Design ll_walker, sky130hd; sources not shown.
Figure 1. Signal metal coverage by tile.
Drawn at 1 px/um. 20 x 20 tiles, from white (low) to dark blue (high), scaled to the fullest tile. Values are wire area over tile area, all layers added.
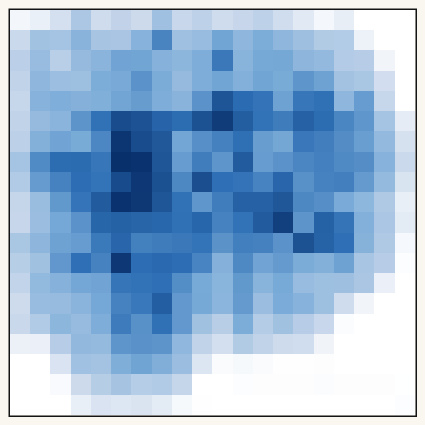
densest ninth of the die: centre
emptiest ninth of the die: south-east
mean over tiles: 0.30
tiles over half the peak: 41%
total global-route track usage: 35.5%
final WL: 288,000 um
DR vias: 63,605

Figure 2. Signal wires on met4.
Drawn at 1 px/um. Supply wires on this layer in grey.
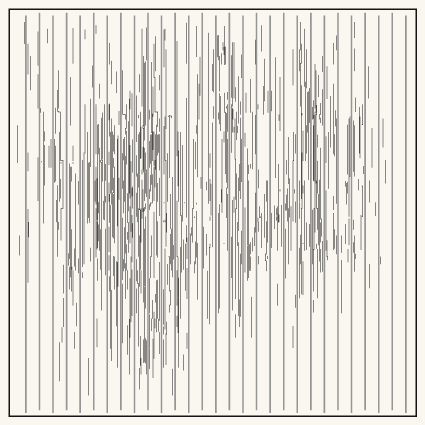
main direction: vertical
wire length on this layer: 20.6 mm

Figure 3. Routing congestion map.
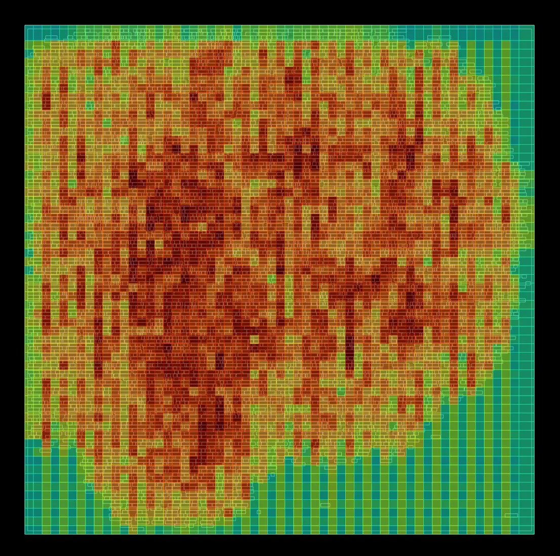
drt wl/cell: 30.8 um
grt met1 use: 45.2%

Figure 4. A small window of the routed layout.
Window x 188 to 218, y 107 to 137 um. Cells in grey, sequential cells in the stronger grey; small squares are vias.
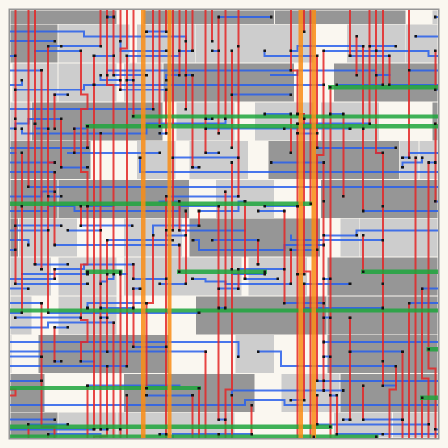
[M4] orange
[M1] blue
[M3] green
[M2] red
sequential cells in the window: 15
most frequent: mux2_2 (18), dfrtp_1 (15), buf_4 (4)
cells with their middle in the window: 45

==> results.yml <==
# generated from flow reports
logic_synthesis:
  ys_sh_simple_pct: 3.19
  ys_top_cells_by_count: "dfrtp_1, mux2_2, mux4_2"
  yosysWarnings: 6
  synth.logic.top_family: "multiplexers"
  synthAoiAreaFrac_pct: 2.63
  top_cell: "dfrtp_1"
  async_flop_share_pct: 98.5
  synth_area_leader_cell: "dfrtp_1"
  synth_flops: 2106
  synth_top_area_share_pct: 53.7
  synth-xor-area-share_pct: 0.0453
  ys_cells: 6401
  synthCells: 6401
  yosys_area_mm2: 0.0967
  synth.distinct_cells: 85
  ys_dominant_reg_cell: "dfrtp_1"
  synth.avg_cell_area_um2: 15.1
  syn_area_mm2: 0.0967
  synthMuxAreaShare_pct: 36.9
  synthTopCellsByArea: "dfrtp_1, mux2_2, mux4_2"
  synthesis.nets: 6437
setup_path:
  cp.required_ns: 3.73
  cpLargestDelayFamily: "buffers and inverters"
  cp_num_buf_inv: 7
  crit_chain: "buf_12, buf_16, buf_16, mux4_2, mux4_2, a22o_1, nor3_4, buf_6, nor4_4, nor4_4, buf_4, nand4_4, o21ai_2, buf_4, buf_6"
  crit_type: "flip-flop to output port"
  worst_ep_arrival_time_ns: 4.72
  crit_slowest_cell: "mux4_2"
  cp_slowest_stage_delay_ns: 0.53
  startpoint_type: "flip-flop"
  r2r_slack_ns: 0.85
  end_kind: "output port"
  cp.depth: 15
  reg2reg_depth: 17
grt:
  grt_max_degree: 184
  overflow: 0
  met2_usage_pct: 54.5
  grt_pass1_wl_um: 434000
  grt_busiest_layer: "met2"
  grtUsageMet3_pct: 9.77
  grt_pass1_vias: 67127
  antenna_found_initial: 11
pwr:
  pwr_density_cell_mw_per_mm2: 438
  internal-power_w: 0.0344
  power.total_w: 0.0501
  power-top-group: "clock"
  clkPwrFrac_pct: 37.8
  pg_clk_w: 0.0190
  switchingPower_w: 0.0157
  comb_power_w: 0.0138
  seq_power_share_pct: 34.6
  p_comb_share_pct: 27.5
  swShare_pct: 31.3
  vdd_drop_max_mv: 0.399
  leakage_nw: 54.5
  pg_seq_w: 0.0174
die:
  fp_util_pct: 60.3
  rows: 147
  die-area_mm2: 0.164
  pin_count: 42
  core_mm2: 0.160
  fp.dieW_um: 405
  fp.dieH_um: 405
  tap_cells: 2160
timing:
  tns_ns: -0.994
  fin_crit_sh_pct: 118
  whs_ns: 0.417
  hold_viol: 0
  maxSlewViolCount: 0
  slew_headroom_pct: 15.6
  setup_ws_ns: -0.994
  setup_viol: 1
  fmax_mhz: 156
  rsz0062_at_grt: "true"
  worst_pin_slew_ns: 1.27
cells_and_area:
  utilization_pct: 71.3
  clock_cell_area_share_pct: 8.32
  seq_cell_count: 2106
  fin_nets: 7028
  largest_class: "sequential cells"
  post-route-cell-area_mm2: 0.114
  inverters_excl_clock: 20
  largest_reg_flops: 2048
  antennaDiodeCount: 7
  lay_top_cells: "dfrtp_1, mux2_2, buf_4"
  multiInputCombCellCount: 3806
  comb_area_share_pct: 36.7
  nFillCells: 9582
  area_growth_pct: 18.2
  seq_area_share_pct: 46.2
  drive_gt1_share_pct: 52.7
  layout_top_cell: "dfrtp_1"
  n_all_buffers: 776
  buf_share_pct: 6.31
  stdcell_count: 9368
  seq_area_mm2: 0.0529
clock_network:
  cts.sinks: 2106
  clk-insertion-delay-late_ns: 0.93
  hold_buffers: 0
  clkTransAtPathRegs_ns: 0.06
  cts_buffers: 282
  cts_buffer_depth: 4
  root_buffer: "clkbuf_16"
  post_cts_resized: 87
  cts_tree: "yes"
  htree_num_levels: 5
  post_cts_buffers: 23
outcome:
  violations: "negative setup slack"
  status: "finished, violations left"
hold_path:
  worstHoldPathType: "flip-flop to flip-flop"
  min_path_cells: 1
placed_design:
  portBuffers: 41
  post_dp_cell_area_mm2: 0.104
  gp_congestion: 0.963
  post-place-ws_ns: -1.23
  hpwl_um: 180000
  dp.cells: 8839
detailed_routing:
  dr_wl_met2_um: 134000
  antenna_left: 0
  wl_met3_um: 27400
  viasPerCell: 6.79
  highest_layer: "met5"
  route.detailed.drc: 0
  wl_met1_um: 106000
  drtIter0Drc: 7228
  firstDrtPassIters: 7
flow_run:
  drv_cap: 0
  tool_warnings: 101
Power is estimated from default activity; no workload was simulated.
